[src/rtl/rf_writeback_queue_pkg.sv]
// Shared register-file definitions: data/address widths, register count, queue entry layout.
// No logic; constants and types only.
// Used by the writeback queue, its forwarder and anything that talks to the register file.
package rf_writeback_queue_pkg;

  localparam int RF_DW    = 16;
  localparam int RF_AW    = 4;
  localparam int RF_NREGS = 16;

  // One queued register result: destination register and value.
  typedef struct packed {
    logic [RF_AW-1:0] rd;
    logic [RF_DW-1:0] data;
  } rf_entry_t;

  localparam int RF_ENTRY_W = RF_AW + RF_DW;

endpackage

[src/rtl/rf_wbq_fwd.sv]
// Youngest-match forwarder: returns the newest occupied queue entry for addr, else register-file data.
// Latency: purely combinational.
// Backpressure: none; it only observes queue state.
module rf_wbq_fwd
  import rf_writeback_queue_pkg::*;
#(
  parameter int DW    = RF_DW,
  parameter int AW    = RF_AW,
  parameter int DEPTH = 4
) (
  input  logic [AW-1:0]                addr,
  input  logic [DW-1:0]                rf_data,
  input  logic [DEPTH-1:0][AW-1:0]     ent_rd,
  input  logic [DEPTH-1:0][DW-1:0]     ent_data,
  input  logic [DEPTH-1:0]             ent_vld,
  input  logic [$clog2(DEPTH)-1:0]     head,
  output logic [DW-1:0]                fwd_data
);

  localparam int PW = $clog2(DEPTH);

  logic [PW-1:0] idx;

  // Walk entries from oldest (head) to youngest; the last match wins.
  always_comb begin
    fwd_data = rf_data;
    idx      = '0;
    for (int i = 0; i < DEPTH; i++) begin
      idx = head + i[PW-1:0];
      if (ent_vld[idx] && (ent_rd[idx] == addr)) begin
        fwd_data = ent_data[idx];
      end
    end
  end

endmodule

[src/rtl/rf_writeback_queue.sv]
// Buffers long-latency register results and retires them on cycles the write port is free; forwards them to reads.
// Latency: an accepted result can be written and forwarded from the next cycle.
// Backpressure: in_ready = !full from registered count only; a pop in the same cycle does not free a slot.
module rf_writeback_queue
  import rf_writeback_queue_pkg::*;
#(
  parameter int DW    = RF_DW,
  parameter int AW    = RF_AW,
  parameter int DEPTH = 4
) (
  input  logic                       clk,
  input  logic                       rst,
  input  logic                       in_valid,
  output logic                       in_ready,
  input  logic [AW-1:0]              in_rd,
  input  logic [DW-1:0]              in_data,
  input  logic                       port_free,
  output logic                       wr,
  output logic [AW-1:0]              rw,
  output logic [DW-1:0]              val,
  input  logic [AW-1:0]              ra,
  input  logic [AW-1:0]              rb,
  input  logic [DW-1:0]              rav_rf,
  input  logic [DW-1:0]              rbv_rf,
  output logic [DW-1:0]              rav,
  output logic [DW-1:0]              rbv,
  output logic [$clog2(DEPTH):0]     pending
);

  localparam int PW = $clog2(DEPTH);
  localparam int CW = PW + 1;

  logic [DEPTH-1:0][AW-1:0] ent_rd;
  logic [DEPTH-1:0][DW-1:0] ent_data;
  logic [DEPTH-1:0]         ent_vld;
  logic [PW-1:0]            head;
  logic [PW-1:0]            tail;
  logic [CW-1:0]            count;
  logic                     push;

  assign in_ready = (count != CW'(DEPTH));
  assign push     = in_valid && in_ready;
  assign wr       = port_free && (count != '0);
  assign rw       = wr ? ent_rd[head]   : '0;
  assign val      = wr ? ent_data[head] : '0;
  assign pending  = count;

  // Occupancy mask: slot k is live when its distance from head is below count.
  for (genvar k = 0; k < DEPTH; k++) begin : g_vld
    logic [PW-1:0] off;
    assign off        = PW'(k) - head;
    assign ent_vld[k] = ({1'b0, off} < count);
  end

  // Entry storage; contents need no reset because count gates every use.
  always_ff @(posedge clk) begin
    if (push) begin
      ent_rd[tail]   <= in_rd;
      ent_data[tail] <= in_data;
    end
  end

  // Pointers and occupancy; reset drops queued results without writing them back.
  always_ff @(posedge clk or posedge rst) begin
    if (rst) begin
      head  <= '0;
      tail  <= '0;
      count <= '0;
    end else begin
      if (push) tail <= tail + PW'(1);
      if (wr)   head <= head + PW'(1);
      case ({push, wr})
        2'b10:   count <= count + CW'(1);
        2'b01:   count <= count - CW'(1);
        default: count <= count;
      endcase
    end
  end

  rf_wbq_fwd #(.DW(DW), .AW(AW), .DEPTH(DEPTH)) u_fwd_a (
    .addr     (ra),
    .rf_data  (rav_rf),
    .ent_rd   (ent_rd),
    .ent_data (ent_data),
    .ent_vld  (ent_vld),
    .head     (head),
    .fwd_data (rav)
  );

  rf_wbq_fwd #(.DW(DW), .AW(AW), .DEPTH(DEPTH)) u_fwd_b (
    .addr     (rb),
    .rf_data  (rbv_rf),
    .ent_rd   (ent_rd),
    .ent_data (ent_data),
    .ent_vld  (ent_vld),
    .head     (head),
    .fwd_data (rbv)
  );

endmodule

[config.mk]
export PLATFORM = sky130hd
export DESIGN_NAME = rf_writeback_queue
export DESIGN_NICKNAME = d
export VERILOG_FILES = /design/src/rtl/rf_writeback_queue_pkg.sv /design/src/rtl/rf_wbq_fwd.sv /design/src/rtl/rf_writeback_queue.sv
export SDC_FILE = /design/constraint.sdc
export NUM_CORES = 1
export LEC_CHECK = 0
export CAP_MARGIN = 25
export CELL_PAD_IN_SITES_DETAIL_PLACEMENT = 0
export CELL_PAD_IN_SITES_GLOBAL_PLACEMENT = 1
export CORE_ASPECT_RATIO = 1.75
export CORE_MARGIN = 8
export CORE_UTILIZATION = 38
export DETAILED_ROUTE_END_ITERATION = 8
export GPL_ROUTABILITY_DRIVEN = 0
export HOLD_SLACK_MARGIN = 0.06
export PLACE_DENSITY = 0.89
export SLEW_MARGIN = 15
export SYNTH_ARGS = -nofsm -noshare
export SYNTH_HDL_FRONTEND = slang
export SYNTH_SLANG_ARGS = --single-unit
[constraint.sdc]
create_clock -name clk -period 3.9 [get_ports clk]
set_input_delay 0.78 -clock clk [delete_from_list [all_inputs] [get_ports clk]]
set_output_delay 0.78 -clock clk [all_outputs]
set_load 0.01 [all_outputs]
Figure 1. Cell classes on the final placement.
(3 px per µm) Fill, decap, tap and diode cells in gray.
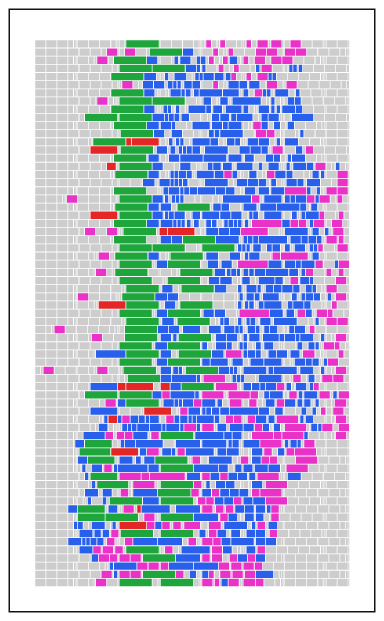
combinational and other logic -> blue  # cells 604, share of their area 50%
remaining buffers and delay cells -> magenta  # cells 234, share of their area 22%
clock drivers and dummy loads -> red  # cells 16, share of their area 2.7%
sequential cells -> green  # cells 87, share of their area 25%
num rows: 67
register share of the cell area: 0.242
core area: 19100 µm²
fin util: 0.559

Figure 2. Where the registers sit.
(3 px per µm)
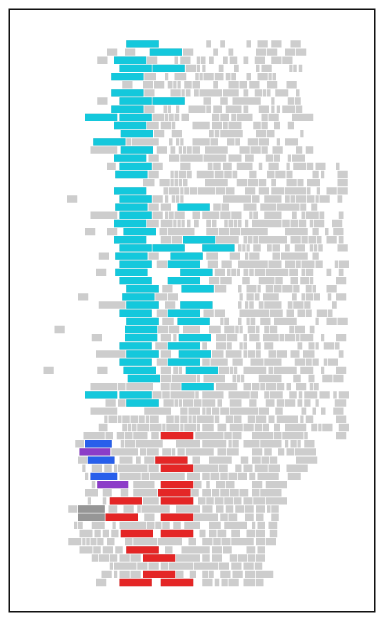
`head` -> purple  # placed flops 2
`pending` -> blue  # placed flops 3
`ent_data` -> cyan  # placed flops 64
`ent_rd` -> red  # placed flops 16, where bottom center
P_seq: 0.00140 W
flip-flop and latch area: 2580 µm²

Figure 3. Clock distribution.
(4 px per µm)
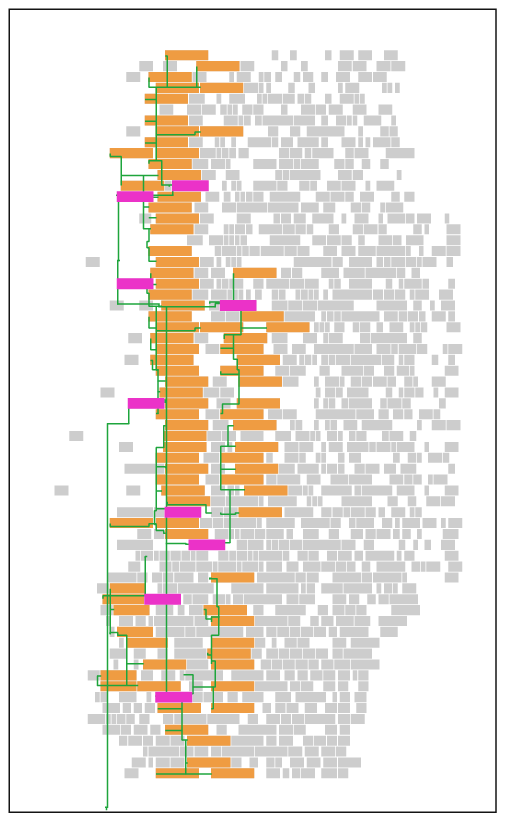
flip-flops -> orange  # count 87
clock wires -> green  # length 873 µm
clock drivers -> magenta  # count 9
routed clock nets = 10

==> flow_summary.toml <==
# synthesis and place-and-route metrics
[sta]
post-route-period-util = 1.05
slew_headroom = 0.493
setup_viol_count_final = 32
rsz0062_at_grt = "true"
fin_ws_ns = -0.202
max_clock_freq_mhz = 244
slew_violations = 0
hold_violations = 0
fin_skew_ns = 0.00569
finalCriticalPeriod_ns = 4.10
worst_pin_slew_ns = 0.761

[clock_tree]
h-tree-depth = 3
cts-buffers-inserted = 9
clkTransAtPathRegs_ns = 0.06
clock_path_buffers = 2
cts_root_buf = "clkbuf_16"
insertion_delay_ns = 0.34
cts.hold.buffers_added = 0
cts_tree = "yes"
numClockSinks = 87

[synthesis]
yosysWarnings = 0
synth.area.top_cells = "edfxtp_1, mux2i_1, nand2_1, mux4_2, a211oi_1"
syn_area_um2 = 7380
postSynthAreaPerCell_um2 = 9.74
ff_type = "edfxtp_1"
synth_chip_area_um2 = 7380
ys_types = 55
yosys_cells = 758
edf_count = 80
synth_seq_share = 0.349
syn-num-nets = 832
yosys.area.top_type = "edfxtp_1"
synth_dominant_cell_count = "mux2i_1"
synthArstFlopShare = 0.0805
syn-instance-count = 758
synthDominantCellAreaShare = 0.326
top_cells_by_count = "mux2i_1, edfxtp_1, nand2_1, inv_1, nor2_1"
ys_ff = 87

[critical_path]
reg2reg_from = "pending[2]"
crit_cells = 12
crit_path_end_kind = "output pin"
cpPeakStageDelay_ns = 0.52
cp.required_ns = 3.12
path_delay_family = "buffers and inverters"
worstSetupPathType = "reg -> out"
path_max_fanout = 16
path_cells = "xnor2_4 -> inv_2 -> ha_4 -> nor2b_1 -> a22o_1 -> mux4_2 -> buf_4 -> nor3_4 -> buf_12 -> a211oi_1 -> a21oi_2 -> buf_2"
slowest_stage = "dfrtp_4"
critPathLaunchType = "flop"
crit_arrival_ns = 3.32
worst_r2r_path_depth = 10
reg2reg_slack_ns = 1.51
rr_endpoint = "pending[2]"
cp.buffers_inverters = 4

[detailed_routing]
routed_wl_um = 24700
antenna_left = 0
drt_pass1_iterations = 5
viasPerCell = 5.90
wl_per_cell_um = 20.9
route.detailed.drc = 0
vias = 6975
drt_iter0_drc = 512

[floorplanning]
fp_util = 0.386
die_height_um = 200
die_x_um = 121
pin_count = 121
chipArea_um2 = 24300

[global_route]
grt_antenna_before_repair = 0
grt_max_degree = 83
grt_pass1_vias = 6838
overflow = 0
track_usage = 0.188
grt_first_pass_wirelength_um = 36900

[flow_run]
drv_cap = 0
warning_count = 32

[min_path]
worstHoldStart = "tail[1]"
hp-class = "reg -> reg"
min_delay_path_depth = 2
hold_end = "tail[1]"

[power]
p_leak_nw = 4.19
vdd_drop_max_mv = 0.447
power.density_nw_per_um2 = 962
power_w = 0.0103

[final_layout]
nNetsFinal = 1010
design_area_um2 = 10700
num-fill-cells = 1576
drive_above_1_share = 0.321
n_antenna_cell = 0
areaGrowthSynthToFinish_pct = 44.8
logic_area_um2 = 5040

[run_status]
violations = "setup timing"
status = "finished, violations left"

[place]
hpwl_um = 17100
numPortBuffers = 120
placed_cell_area_um2 = 9430
[cells by family (layout without fill, tap and decap cells)]
group           Yosys count  in the layout  share of synthesized area
compound gates          207            207                      0.192
buf+inv                 113            296                     0.0714
mux                     115            115                      0.191
fa+ha+maj                10             10                     0.0180
flops                    87             87                      0.349
xor+xnor                 39             39                     0.0473
simple gates            187            187                      0.132
[worst max path at each step]
stage               slack, ns      end  startpoint
floorplan               0.004  rav[10]     head[0]
global placement        -0.34  rav[13]     head[0]
detailed placement      -0.39   rav[1]     head[0]
CTS                     -0.12  rav[13]     head[1]
global route            -0.27  rav[12]     head[0]
finish                  -0.20   rav[1]     head[0]
[stage by stage]
| step | hold WS [ns] | std cells | setup slack, ns | setup TNS, ns |
|---|---|---|---|---|
| global route | 0.659 | 1182 | -0.272 | -6.40 |
| detailed placement | 0.625 | 1141 | -0.387 | -9.57 |
| global placement | 0.627 | 1140 | -0.343 | -8.26 |
| CTS | 0.634 | 1173 | -0.125 | -2.29 |
| floorplan | 0.580 | 758 | 0.00441 | 0 |
| finish | 0.626 | 1182 | -0.202 | -3.97 |
[sequential cells by signal, indices dropped and copies added (netlist names)]
name and flops:
head 2, tail 2, ent_data 64, ent_rd 16, pending 3
[final cells by class]
cell class / count / share of cell area
Inverter: 46 / 0.0162
Clock inverter: 6 / 0.00433
Sequential cell: 87 / 0.242
Tap cell: 241 / 0.0282
Timing Repair Buffer: 234 / 0.216
Clock buffer: 10 / 0.0214
Multi-Input combinational cell: 558 / 0.472
[tightest hold or removal path: stages (launching register included)]
cell and delay (ns):
dfrtp_1 0.40, inv_1 0.10, o21ai_0 0.08
[layer usage]
metal / global-route usage / part of all wire / vias up
li1: - / - / 3241
met1: 0.218 / 0.37 / 3277
met2: 0.326 / 0.51 / 376
met3: 0.0284 / 0.073 / 81
met4: 0.0961 / 0.046 / 0
met5: 0 / 0 / -
[cells in the final DEF (no fill, tap or decap), types with 6 or more instances in the layout]
master           count
o21a_1              17
o21ai_0             18
a31oi_1             32
ha_1                 6
buf_4               82
nand2_1             67
nor3_4              13
buf_12              19
xor2_1              16
nor2_1              37
mux4_2              13
clkdlybuf4s50_1     88
nor3b_1              9
mux2i_1             81
nor3b_2              8
clkbuf_16           11
a311o_1             15
inv_1               42
buf_2               29
xnor2_1             21
o31ai_4             16
nand3_1             16
a21oi_2             10
o21ai_1             13
a211oi_2            12
a21oi_1             24
edfxtp_1            80
mux2_2              17
o221ai_2             9
a211oi_1            19
[power by group]
part | switching (W) | leakage [nW] | internal (W)
combinational | 0.00452 | 3.25 | 0.00358
sequential | 0.000146 | 0.813 | 0.00125
clock | 0.000337 | 0.129 | 0.000434
[repair_timing]
action                                 CTS  global route
setup buffers                           12             7
gates resized                          238            41
endpoints found under the hold margin    0             0
setup endpoints to repair               44            32
pin swaps                               37            17
cloned                                   4             2
No activity file was given, so power comes from the tool's default toggle rates.
